[src/rtl/mac_tile_sched.sv]
// mac_tile_sched -- splits a dot-product job into chunks of up to MAX_MACS
// lanes, issues each chunk to an external MAC unit and accumulates the
// returned partial sums into a single result.
//
// Ports:
//   clk, rst                      clock (rising edge), async active-high reset
//   job_valid/job_ready/job_len   job handshake and element count
//   in_valid/in_ready             operand chunk handshake
//   in_data/in_weight             operand chunk, lane i at [i*DATA_WIDTH +: DATA_WIDTH]
//   mac_num_macs                  active lane count for the current issue
//   mac_valid_in                  single-cycle issue strobe
//   mac_data/mac_weight           registered operands, inactive lanes zeroed
//   mac_out_i/mac_valid_out_i     partial sum and strobe from the MAC unit
//   res_valid/res_ready/res_data  result handshake and accumulated value
//   busy                          high whenever not idle
//   err                           sticky: MAC strobe seen outside WAIT
//
// Build option: define MAC_TILE_SCHED_SAT_EN for saturating accumulation;
// otherwise the accumulator wraps modulo 2^ACC_WIDTH.
// ACC_WIDTH must be >= 2*DATA_WIDTH.

module mac_tile_sched #(
  parameter int unsigned MAX_MACS   = 32,
  parameter int unsigned DATA_WIDTH = 8,
  parameter int unsigned LEN_WIDTH  = 12,
  parameter int unsigned ACC_WIDTH  = 24
) (
  input  logic                           clk,
  input  logic                           rst,
  input  logic                           job_valid,
  output logic                           job_ready,
  input  logic [LEN_WIDTH-1:0]           job_len,
  input  logic                           in_valid,
  output logic                           in_ready,
  input  logic [MAX_MACS*DATA_WIDTH-1:0] in_data,
  input  logic [MAX_MACS*DATA_WIDTH-1:0] in_weight,
  output logic [6:0]                     mac_num_macs,
  output logic                           mac_valid_in,
  output logic [MAX_MACS*DATA_WIDTH-1:0] mac_data,
  output logic [MAX_MACS*DATA_WIDTH-1:0] mac_weight,
  input  logic [2*DATA_WIDTH-1:0]        mac_out_i,
  input  logic                           mac_valid_out_i,
  output logic                           res_valid,
  input  logic                           res_ready,
  output logic [ACC_WIDTH-1:0]           res_data,
  output logic                           busy,
  output logic                           err
);

  localparam int unsigned VW = MAX_MACS * DATA_WIDTH;
  // Compare width wide enough for both the remaining count and MAX_MACS.
  localparam int unsigned CW = (LEN_WIDTH > 7) ? LEN_WIDTH : 7;

  typedef enum logic [2:0] {
    IDLE,
    FETCH,
    ISSUE,
    WAIT,
    DONE
  } state_t;

  state_t                 state_q, state_d;
  logic [ACC_WIDTH-1:0]   acc_q, acc_d, acc_add;
  logic [LEN_WIDTH-1:0]   rem_q, rem_d;
  logic [6:0]             chunk_q, chunk_d, chunk_nxt;
  logic [VW-1:0]          data_q, data_d;
  logic [VW-1:0]          weight_q, weight_d;
  logic                   err_q, err_d;
  logic [CW-1:0]          rem_ext;

`ifdef MAC_TILE_SCHED_SAT_EN
  localparam int unsigned AW1 = ACC_WIDTH + 1;
  logic [ACC_WIDTH:0]     sum_wide;

  // Once clamped at all-ones, any further non-zero add overflows again and
  // a zero add leaves it unchanged, so the clamp holds for the rest of the
  // job without a separate flag.
  always_comb begin
    sum_wide = {1'b0, acc_q} + AW1'(mac_out_i);
    acc_add  = sum_wide[ACC_WIDTH] ? '1 : sum_wide[ACC_WIDTH-1:0];
  end
`else
  always_comb begin
    acc_add = acc_q + ACC_WIDTH'(mac_out_i);
  end
`endif

  always_comb begin
    rem_ext = CW'(rem_q);
    if (rem_ext > CW'(MAX_MACS)) begin
      chunk_nxt = 7'(MAX_MACS);
    end else begin
      chunk_nxt = 7'(rem_ext);
    end
  end

  always_comb begin
    state_d  = state_q;
    acc_d    = acc_q;
    rem_d    = rem_q;
    chunk_d  = chunk_q;
    data_d   = data_q;
    weight_d = weight_q;
    err_d    = err_q;

    if (mac_valid_out_i && (state_q != WAIT)) begin
      err_d = 1'b1;
    end

    unique case (state_q)
      IDLE: begin
        if (job_valid) begin
          acc_d   = '0;
          rem_d   = job_len;
          state_d = (job_len == '0) ? DONE : FETCH;
        end
      end
      FETCH: begin
        if (in_valid) begin
          chunk_d = chunk_nxt;
          for (int unsigned i = 0; i < MAX_MACS; i++) begin
            if (i < 32'(chunk_nxt)) begin
              data_d[i*DATA_WIDTH +: DATA_WIDTH]   = in_data[i*DATA_WIDTH +: DATA_WIDTH];
              weight_d[i*DATA_WIDTH +: DATA_WIDTH] = in_weight[i*DATA_WIDTH +: DATA_WIDTH];
            end else begin
              data_d[i*DATA_WIDTH +: DATA_WIDTH]   = '0;
              weight_d[i*DATA_WIDTH +: DATA_WIDTH] = '0;
            end
          end
          state_d = ISSUE;
        end
      end
      ISSUE: begin
        state_d = WAIT;
      end
      WAIT: begin
        if (mac_valid_out_i) begin
          acc_d   = acc_add;
          rem_d   = rem_q - LEN_WIDTH'(chunk_q);
          state_d = (rem_d == '0) ? DONE : FETCH;
        end
      end
      DONE: begin
        if (res_ready) begin
          state_d = IDLE;
        end
      end
      default: begin
        state_d = IDLE;
      end
    endcase
  end

  always_ff @(posedge clk or posedge rst) begin
    if (rst) begin
      state_q  <= IDLE;
      acc_q    <= '0;
      rem_q    <= '0;
      chunk_q  <= '0;
      data_q   <= '0;
      weight_q <= '0;
      err_q    <= 1'b0;
    end else begin
      state_q  <= state_d;
      acc_q    <= acc_d;
      rem_q    <= rem_d;
      chunk_q  <= chunk_d;
      data_q   <= data_d;
      weight_q <= weight_d;
      err_q    <= err_d;
    end
  end

  assign job_ready    = (state_q == IDLE);
  assign in_ready     = (state_q == FETCH);
  assign mac_valid_in = (state_q == ISSUE);
  assign res_valid    = (state_q == DONE);
  assign busy         = (state_q != IDLE);
  assign mac_num_macs = chunk_q;
  assign mac_data     = data_q;
  assign mac_weight   = weight_q;
  assign res_data     = acc_q;
  assign err          = err_q;

endmodule

[config.mk]
export PLATFORM = sky130hd
export DESIGN_NAME = mac_tile_sched
export DESIGN_NICKNAME = d
export VERILOG_FILES = /design/src/rtl/mac_tile_sched.sv
export SDC_FILE = /design/constraint.sdc
export NUM_CORES = 1
export LEC_CHECK = 0
export CAP_MARGIN = 20
export CORE_AREA = 2 2 421 423
export DETAILED_ROUTE_END_ITERATION = 16
export DIE_AREA = 0 0 423 425
export PLACE_DENSITY = 0.31
export SLEW_MARGIN = 30
export SYNTH_ARGS = -nofsm -noshare
export SYNTH_HDL_FRONTEND = slang
export SYNTH_SLANG_ARGS = --single-unit
[constraint.sdc]
create_clock -name clk -period 41.2 [get_ports clk]
set_input_delay 10.3 -clock clk [delete_from_list [all_inputs] [get_ports clk]]
set_output_delay 10.3 -clock clk [all_outputs]
set_load 0.01 [all_outputs]
run_1/metal_density.png
Scale: 1 px per um. The die is cut into 21 by 21 equal tiles; dark purple is low, yellow is high, scaled to the fullest tile. Values are wire area over tile area, all layers added.
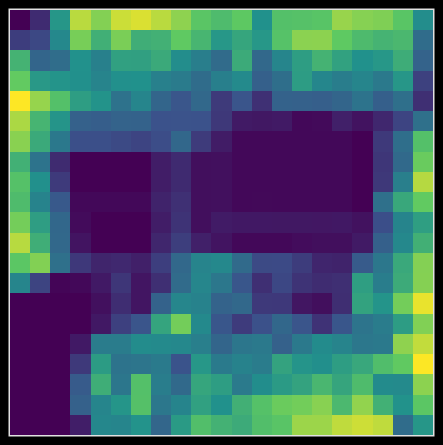
densest ninth of the die: lower right
fullest tile: 0.33
emptiest ninth of the die: center
tiles over half the peak: 31%
mean over tiles: 0.12
nearly empty tiles: 9.8%

run_1/power_grid.png
Scale: 1 px per um. Pins as bars on the die edge.
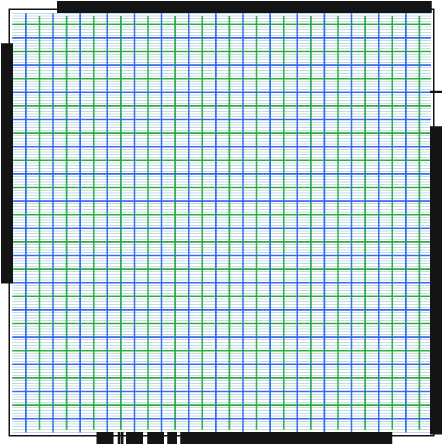
| net | color |
|---|---|
| VSS | blue |
| VDD | green |
met4 straps: 30
met5 straps: 30
rows: 154

run_1/detail.png
Window x 186 to 236, y 272 to 322 um. Cells in gray, sequential cells in the stronger gray; small squares are vias.
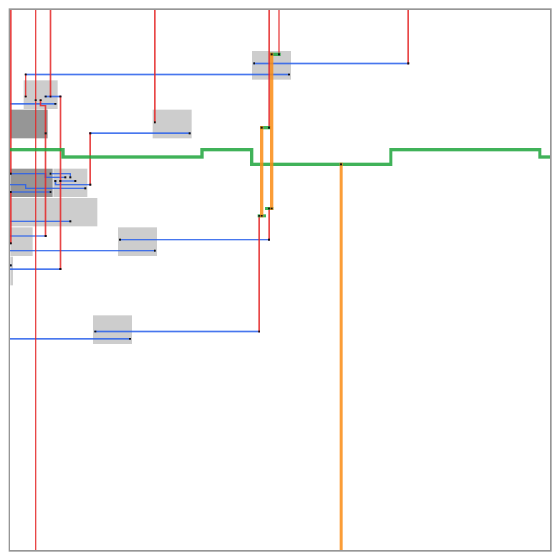
| layer | color |
|---|---|
| metal 3 | green |
| metal 4 | orange |
| metal 1 | blue |
| metal 2 | red |
most frequent: clkdlybuf4s50_1 (4), a22o_1 (2)
cells with their middle in the window: 8
sequential cells in the window: 0

==> results.txt, run 1 <==
Figures from the flow reports.

Cells and area:
- By instance count after routing, the leading logic cell types are clkdlybuf4s50_1 (1094), dfrtp_1 (559), a22o_1 (480), nand2_1 (126), clkbuf_16 (82).
- The run puts the fraction of layout cells with a size suffix above 1 at 0.07257.
- The run puts the logic area at 7231 sq um.
- The run gives the net total in the final layout as 3324.
- The run gives the area taken by flip-flops and latches as 13990 sq um.
- The run gives the final-layout fill cell count as 18950.
- The run gives the leading cell type in the layout, fill and taps excluded as clkdlybuf4s50_1.
- The run puts the area growth from synthesis to final layout at 76.09%.

Routing:
- The run gives the DRC violations left as 0.
- The run puts the routed wire length on met3 at 10060 um.
- The run gives the routed length on met1 as 50360 um.
- The run gives the post-detailed-route via-to-cell ratio as 3.682.
- The first routing iteration left 1039 violations.
- The pre-antenna-repair detailed-routing pass consisted of 5 iterations.
- The run gives the total via count after detailed routing as 18990.
- Per the detail_route report, routed wire per instance is 25.34 um.
- The run puts the total met2 wirelength after detailed routing at 67450 um.
- The detail route stage leaves a number of antenna-violating nets equal to 0.
- Signal routing reaches up to met5.
- The run gives the total wire length as 130700 um.

Final timing:
- The transition time recorded at the tightest slew-check pin is 0.9630 ns.
- The run puts the maximum achievable frequency at 0.07844 GHz.
- The run puts the final clock skew at 0.02621 ns.
- The run puts the number of hold violations in the final report at 0.
- The run gives the total count of max-transition violations in the final report as 0.
- The run puts the final total negative setup slack at 0 ns.
- The run gives the shortest period the worst path allows as 12.75 ns.
- Setup repair after global routing left no endpoint under its margin.
- Final hold analysis gives a worst-case slack of 0.4515 ns.
- The run puts the share of the clock period used by the worst path at 0.3094.
- The run gives the remaining max-slew budget at the tightest pin as 0.3580.
- The run puts the count of endpoints failing setup in the final report at 0.

Place:
- The run puts the half-perimeter wire length of the detailed placement result at 99300 um.
- RePlAce ended its routability-driven mode at a weighted congestion of 0.7968.
- As logged by OpenROAD, the buffers inserted on ports number 1094.

Synth:
- Among the non-sequential cells, AND-OR/OR-AND gates take the most area.
- The run puts the part of the Yosys area used for sequential elements at 0.6467.
- Ranked by instance count, the synthesized netlist is headed by dfrtp_1 (559), a22o_1 (480), nand2_1 (126).
- The run gives the share of synthesized cell area in and, or, nand and nor gates as 0.05582.
- Ranked by total cell area, the synthesized netlist is headed by dfrtp_1 (65%), a22o_1 (19%), nand2_1 (2.2%).
- Of all cell types, the one taking the most synthesized area is dfrtp_1.
- Sorting the synthesis cell report by count puts at the top dfrtp_1.
- Summing all multiplexer cells gives an area fraction of 0.003239.
- Counting every net in the synthesized netlist gives 2230.
- The run gives the tally of unique sky130hd cells used after synthesis as 62.
- The run gives the number of synthesized flops with an enable pin as 0.
- In the synthesized netlist the async set-or-reset flop fraction comes to 1.000.
- The run puts the average cell area after synthesis at 13.04 sq um.
- The commonest register cell is dfrtp_1.
- The run gives the area of the mapped netlist as 21630 sq um.
- The synthesized netlist was found by Yosys to have 1659 cells.
- The cell-mix breakdown from Yosys lists the XOR/XNOR area share as 0.005264.
- The run puts the top cell type's share of synthesized area at 0.6467.
- The run puts the yosys warning tally at 0.
- The run puts the area fraction in full adders, half adders and majority gates at 0.01516.
- The synthesized instance count is 1659.
- Counting flops and latches in the post-synthesis netlist gives 559.

CTS:
- The run puts the number of buffers created by CTS at 79.
- The run gives the post-CTS clock slew at the launch and capture registers of the worst setup and hold paths as 0.06 ns.
- The clock tree has to reach 559 sinks.
- The run gives the quantity of hold-fixing buffers added after cts as 0.
- The run gives the latest clock arrival within the worst-skew pair as 0.68 ns.
- The root buffer cell chosen for the clock tree is clkbuf_16.
- CTS reports a maximum clock tree buffer depth of 3.
- The run gives the count of cells resized by post-cts repair as 0.
- TritonCTS built the clock tree.
- The clock H-tree reported by CTS has 3 levels.
- After clock tree synthesis, the setup repair step added 0 buffers.

Critical path:
- Looking at the setup timing report, the critical path kind is reg -> out.
- STA puts the critical path data required time at 30.90 ns.
- The run gives the kind of cell with the highest combined delay on the critical path as buffers and inverters.
- The run puts the number of buffer and inverter instances along the worst setup path at 1.
- The run gives the worst-case reg-to-reg path depth as 5.
- The run gives the endpoint of the most critical register-to-register path as mac_data[83]$_DFFE_PP0P_.
- The run gives the slowest stage cell on the critical path as clkdlybuf4s50_1.
- Looking at the reg2reg group, the worst path starts from rem_ext[7]$_DFFE_PP0P_.
- In this design, the stage delay of the slowest critical-path cell is 0.66 ns.
- According to the timing report, the arrival time at the worst endpoint equals 2.45 ns.
- The run gives the setup slack on the worst flop-to-flop path as 37.80 ns.
- Per STA, the worst path is made up of nor3_1 -> clkdlybuf4s50_1.
- The worst setup path is launched from a flip-flop.
- STA classifies the critical path endpoint as a primary output.

Global routing:
- The run puts the global-route track usage on met3 at 0.05080.
- Entering global routing, the biggest net connects 144 pins.
- The run gives the global-route congestion overflow total as 0.
- The run gives the via count of the first global-routing pass as 19840.
- met1 track demand over resource after global routing is 0.1588.
- The run gives the global routing usage summed across all routing layers as 0.1399.
- In this run the most used layer during global routing was met2.
- The first global-routing pass estimated 176900 um of wire.
- Routing resource usage on met2 recorded by global route was 0.2473.
- The initial antenna violation count is 21.

Floorplanning:
- For this design the top-level I/O count stands at 1095.
- Per the OpenROAD floorplan log, the width of the die is 423 um.
- The run gives the area of the placeable core as 175300 sq um.
- The run gives the overall chip area as 179800 sq um.
- The run puts the die extent in y at 425 um.
- The initial utilization of the core area, before any placement, comes to 0.1234.
- The run puts the site row count at 154.

Power and ir drop:
- The run puts the leakage power at 0.01566 uW.
- The run puts the maximum resistive drop on vdd at 0.02999 mV.
- Total power normalized to cell area comes to 81.17 nW/um^2.

Run status:
- The run finished with clean final reports.

Worst hold path:
- In this run the most critical hold path is launched from err$_DFFE_PP0P_.
- The run gives the path class of the lowest-slack min-delay path as reg -> reg.
- STA shows the worst min-delay path finishing at err$_DFFE_PP0P_.
- In the hold timing report, the worst path depth is 1.

Job:
- The run gives the number of maximum-capacitance constraint violations as 0.
- The number of warnings reported in the stage logs is 35.
## run 1: worst reg2reg max path: stages, from the launching register on
cell	delay, ns
dfrtp_1	0.49
or3_1	0.56
or4_4	0.74
nor2_4	0.74
a21oi_4	0.40
a22o_1	0.34
## run 1: worst max-delay path by stage
stage          depth (start not counted)                     endpoint  slack (ns)                   start
2_1_floorplan                          1              err$_DFFE_PP0P_       15.27                     rst
3_3_place_gp                           4     res_data[14]$_DFFE_PP0P_       27.77                     rst
3_5_place_dp                           6  mac_weight[237]$_DFFE_PP0P_       27.88                in_valid
4_1_cts                                2                    job_ready       28.29  state_q[2]$_DFFE_PP0P_
5_1_grt                                2                    job_ready       28.28  state_q[2]$_DFFE_PP0P_
6_report                               2                    job_ready       28.45  state_q[2]$_DFFE_PP0P_
## run 1: power by group
group | internal, uW | total (uW) | switching [uW]
registers | 800 | 973 | 173
logic | 731 | 1430 | 702
clock network | 403 | 686 | 282
## run 1: final cells by class
class / instances / area share
flip-flops and latches: 559 / 0.3673
repair buffers: 1135 / 0.2975
multi-input cells: 962 / 0.1898
well taps: 2340 / 0.07687
clock buffers: 117 / 0.06127
clock inverters: 22 / 0.005125
inverters: 16 / 0.001774
diodes: 5 / 0.0003285
## run 1: through the flow
step                      power (uW)  instances    util  setup slack [ns]  area, sq um
after floorplan                 1547       1659       -             15.27        21630
after CTS                       3166       5150  0.2170             28.29        38040
after detailed placement        2445       5011  0.2025             27.88        35510
final                           3091       5156  0.2172             28.45        38090
after global routing            3283       5154  0.2172             28.28        38080
after global placement          2452       5010  0.2023             27.77        35480
## run 1: state kept, by name (all words and copies together) (netlist names)
| register | count |
|---|---|
| err | 1 |
| mac_data | 256 |
| mac_num_macs | 7 |
| mac_weight | 256 |
| rem_ext | 12 |
| res_data | 24 |
| state_q | 3 |
## Run 2: what changed since run 1
--- a/config.mk
+++ b/config.mk
@@ -9,7 +9,7 @@
 export CORE_AREA = 2 2 421 423
 export DETAILED_ROUTE_END_ITERATION = 16
 export DIE_AREA = 0 0 423 425
-export PLACE_DENSITY = 0.31
+export PLACE_DENSITY = 0.32
 export SLEW_MARGIN = 30
 export SYNTH_ARGS = -nofsm -noshare
 export SYNTH_HDL_FRONTEND = slang
==> constraint.sdc (replaced) <==
create_clock -name clk -period 10.2 [get_ports clk]
set_input_delay 2.55 -clock clk [delete_from_list [all_inputs] [get_ports clk]]
set_output_delay 2.55 -clock clk [all_outputs]
set_load 0.01 [all_outputs]
==> results.txt, run 2 <==
Figures from the flow reports.

Global routing:
- The run puts the met1 track utilization from global routing at 0.1740.
- The run gives the first-pass GRT wire length as 181700 um.
- The run gives the global-route track usage on met3 as 0.05198.
- The run puts the via count of the first global-routing pass at 20120.
- The run puts the met2 usage in global routing at 0.2441.
- Global routing finished with a remaining overflow of 0.
- The initial antenna violation count was 25.
- The run puts the global routing usage summed across all routing layers at 0.1446.
- Looking at the global route congestion table, the highest-usage layer is met2.
- Entering global routing, the biggest net connects 150 pins.

Synth:
- In this run, the synthesized area fraction spent on adder and majority cells is recorded as 0.01516.
- After synthesis the cells add up to 21630 sq um.
- At floorplan, the net count of the design was reported as 2230.
- For this run, the leading register cell type out of synthesis is dfrtp_1.
- After synthesis, the share of cell area in mux cells is 0.003239.
- The run puts the proportion of register bits with asynchronous set or reset after synthesis at 1.000.
- The run puts the yosys warning tally at 0.
- The share of the Yosys chip area taken by registers is 0.6467.
- Counting instances in the post-synthesis netlist gives the leading cell types as dfrtp_1 (559), a22o_1 (480), nand2_1 (126).
- The run gives the share of synthesized cell area in and, or, nand and nor gates as 0.05582.
- The synthesis report lists the most area-consuming cells as dfrtp_1 (65%), a22o_1 (19%), nand2_1 (2.2%).
- The run gives the number of register bits inferred by synthesis as 559.
- The run gives the total cells reported by yosys after synthesis as 1659.
- The run puts the xor and xnor area share after synthesis at 0.005264.
- The run gives the tally of unique sky130hd cells used after synthesis as 62.
- The run puts the number of instances in the synthesized netlist at 1659.
- A synthesized cell averages 13.04 sq um.
- The run puts the top cell type's share of synthesized area at 0.6467.
- In the post-synthesis netlist, the cell with the most instances is dfrtp_1.
- The run gives the most area-hungry cell type in the Yosys netlist as dfrtp_1.
- The run gives the number of synthesized flops with an enable pin as 0.
- The run gives the largest family of logic cells by area as AND-OR/OR-AND gates.

Power and ir drop:
- The run puts the flip-flop and latch power at 3980 uW.
- Power spread over the standard cell area amounts to 331.2 nW/um^2.
- The run gives the fraction of power consumed by the clock network as 0.226.
- The run puts the power in combinational cells at 5820 uW.
- The script computed the net switching share of total power as 0.3803.
- The run gives the sequential share of power as 0.314.
- The run puts the combinational power share at 0.460.
- In this run the VDD rail shows a maximum IR drop of 0.1291 mV.
- The run gives the switching power of the nets as 4819 uW.
- Per report_power, the Clock row totals 2870 uW.
- In the power breakdown, the internal column shows 7851 uW.
- The dominant power group in this design is combinational cells.
- The run puts the leakage power at 0.01572 uW.

Floorplanning:
- The run gives the site row count as 154.
- The run gives the initial standard-cell utilization of the core as 0.1234.
- Measured along the x axis, the die boundary spans 423 um.
- The run gives the overall chip area as 179800 sq um.
- The run gives the area of the placeable core as 175300 sq um.
- The run gives the top-level port count as 1095.
- The run gives the die extent in y as 425 um.

Critical path:
- The run gives the endpoint of the most critical register-to-register path as mac_weight[247]$_DFFE_PP0P_.
- The timing report gives the worst reg2reg path a setup slack of 6.71 ns.
- The run gives the element type at the critical path start as an input pin.
- The run puts the worst-case reg-to-reg path depth at 6.
- The run gives the required time at the worst-slack endpoint as 10.83 ns.
- The critical path is of the in -> reg type.
- The launch point of the worst register-to-register path is recorded as state_q[1]$_DFFE_PP0P_.
- The run puts the signal arrival time at the worst endpoint at 5.95 ns.
- The worst setup path is captured at a flip-flop.

Routing:
- Wire segments on met2 add up to 66530 um in the final route.
- The run puts the post-detailed-route via-to-cell ratio at 3.702.
- The run puts the iteration count of the initial detailed-routing pass at 5.
- Per the detail_route report, DRC violations left total 0.
- After detailed routing, the met3 layer carries 10430 um of wire.
- The run gives the total wire length as 134700 um.
- The run puts the number of violations reported at the end of detailed-routing iteration 0 at 1070.
- The run gives the antenna violation net count after detailed routing as 0.
- The run gives the per-cell routed wire length as 26.11 um.
- Per the detail_route report, the via count comes to 19090.
- Per the detail_route log, the uppermost layer with routed signals is met5.
- The run gives the routed length on met1 as 55170 um.

Final timing:
- The run gives the share of the clock period used by the worst path as 0.5216.
- Setup repair after global routing left no endpoint under its margin.
- After layout, the setup clock skew is reported as 0.03515 ns.
- The run gives the total count of max-transition violations in the final report as 0.
- The run puts the maximum achievable frequency at 0.1880 GHz.
- The run puts the remaining max-slew budget at the tightest pin at 0.3352.
- The run gives the final worst slack as 4.880 ns.
- The run gives the shortest period the worst path allows as 5.320 ns.
- The run puts the number of hold violations in the final report at 0.
- The run gives the final total negative setup slack as 0 ns.
- The run puts the actual transition at the worst max-transition pin at 0.9896 ns.
- The run gives the count of endpoints failing setup in the final report as 0.

CTS:
- TritonCTS built the clock tree.
- The run puts the count of cells resized by post-cts repair at 0.
- The tree built by TritonCTS fans out to 559 sinks.
- The run puts the latest clock arrival within the worst-skew pair at 0.70 ns.
- The run gives the number of setup buffers added after CTS as 0.
- The H-tree was split into 3 levels.
- The cell sitting at the root of the clock tree is a clkbuf_16.
- The run gives the maximum clock path buffer count as 3.
- The run gives the post-CTS clock slew at the launch and capture registers of the worst setup and hold paths as 0.05 ns.
- The run puts the number of buffers created by CTS at 79.
- The report puts the hold buffer count at CTS at 0.

Job:
- Across all stage logs, warnings added up to 35.
- The run puts the number of maximum-capacitance constraint violations at 0.

Place:
- The run puts the count of buffers from port buffering at 1094.
- The run gives the half-perimeter wire length of the detailed placement result as 103200 um.
- The run puts the placer congestion estimate at 0.8284.
- The run puts the worst slack at placement at 4.126 ns.

Run status:
- The flow ran to the end, and the final reports show no timing, DRC or antenna violations.

Cells and area:
- The area growth from synthesis to layout is 76.87%.
- The most common logic cells in the final layout are clkdlybuf4s50_1 (1094), dfrtp_1 (559), a22o_1 (480), nand2_1 (126), clkbuf_16 (80).
- The run puts the fraction of layout cells with a size suffix above 1 at 0.07547.
- The most common logic cell in the final layout is clkdlybuf4s50_1.
- The run gives the net total in the final layout as 3316.

Worst hold path:
- The run gives the path class of the lowest-slack min-delay path as reg -> reg.
- The run gives the number of instances on the worst hold path as 2.
- For the worst min-delay path, the startpoint reported by OpenROAD is mac_data[255]$_DFFE_PP0P_.
- Hold analysis lists the worst path endpoint as mac_data[255]$_DFFE_PP0P_.
[run 2: cell counts after synthesis]
Identical to the previous run, type by type.
[run 2: area by class of cell]
type                    instances  area (sq um)
clock inverters                29         302.8
flip-flops and latches        559         13990
fillers                     18890        137100
repair buffers               1127         11300
clock buffers                 116          2367
well taps                    2340          2928
multi-input cells             962          7279
diodes                          9         22.52
inverters                      16         63.81
[run 2: how the worst max path moves through the flow]
stage	cells past startpoint	to	startpoint	slack, ns
6_report	7	mac_weight[247]$_DFFE_PP0P_	in_valid	4.88
5_1_grt	7	mac_weight[247]$_DFFE_PP0P_	in_valid	4.73
4_1_cts	7	mac_data[213]$_DFFE_PP0P_	in_valid	4.93
3_5_place_dp	7	mac_weight[247]$_DFFE_PP0P_	in_valid	4.13
3_3_place_gp	8	mac_weight[120]$_DFFE_PP0P_	in_valid	4.12
2_1_floorplan	1	err$_DFFE_PP0P_	rst	0.04
[run 2: logic make-up after synthesis]
kind of cell / Yosys count
AOI/OAI and AO/OA: 662
xor gates and xnor gates: 13
adders and majority gates: 25
buffers and inverters: 138
DFF: 559
muxes: 7
and+or+nand+nor: 255
[run 2: stage by stage]
step                power (uW)  cells  hold WS, ns  utilization  area, sq um
finish                   12670   5158       0.4656       0.2182        38260
global route             13450   5158       0.4903       0.2182        38260
CTS                      12960   5147       0.4684       0.2177        38180
detailed placement        9952   5002       0.4565       0.2025        35510
global placement          9958   5002       0.4528       0.2020        35420
floorplan                 6249   1659       0.4932            -        21630
[run 2: critical path, stage by stage]
cell,delay (ns)
clkdlybuf4s50_1,0.45
nor2b_1,0.19
nand3b_1,0.18
buf_12,0.55
buf_4,0.70
buf_4,0.82
a22o_1,0.27
run_2/power_grid.png
Scale: 1 px per um. Pins as bars on the die edge.
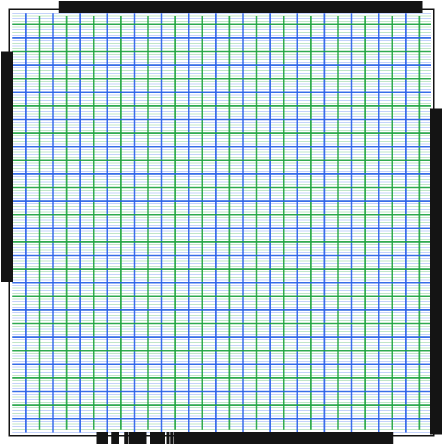
| net | color |
|---|---|
| VDD | green |
| VSS | blue |
met5 straps: 30
met1 rails: 155

run_2/metal_density.png
Scale: 1 px per um. The die is cut into 21 by 21 equal tiles; dark purple is low, yellow is high, scaled to the fullest tile. Values are wire area over tile area, all layers added.
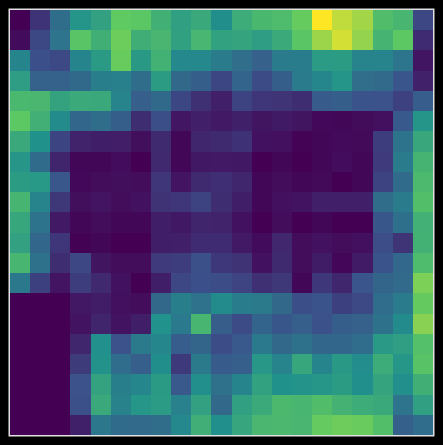
fullest tile: 0.39
tiles over half the peak: 25%
densest ninth of the die: lower right
emptiest ninth of the die: center
mean over tiles: 0.12
nearly empty tiles: 12%

run_2/detail.png
Window x 186 to 236, y 272 to 322 um. Cells in gray, sequential cells in the stronger gray; small squares are vias.
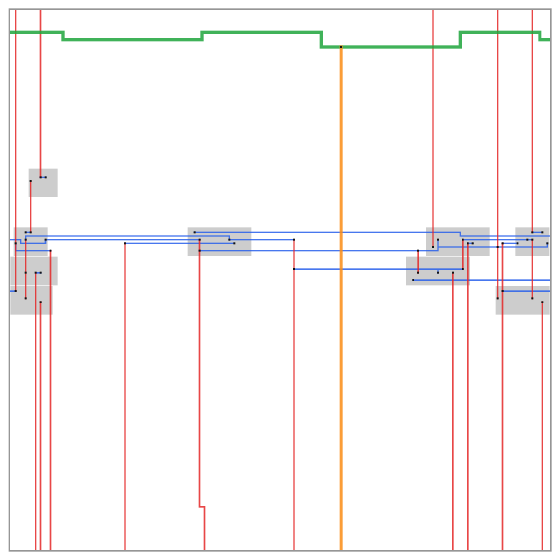
| layer | color |
|---|---|
| metal 2 | red |
| metal 4 | orange |
| metal 3 | green |
| metal 1 | blue |
sequential cells in the window: 0
cells with their middle in the window: 9
most frequent: a21oi_4 (6), a21oi_2 (2), buf_4 (1)

No activity file was given, so power comes from the tool's default toggle rates.
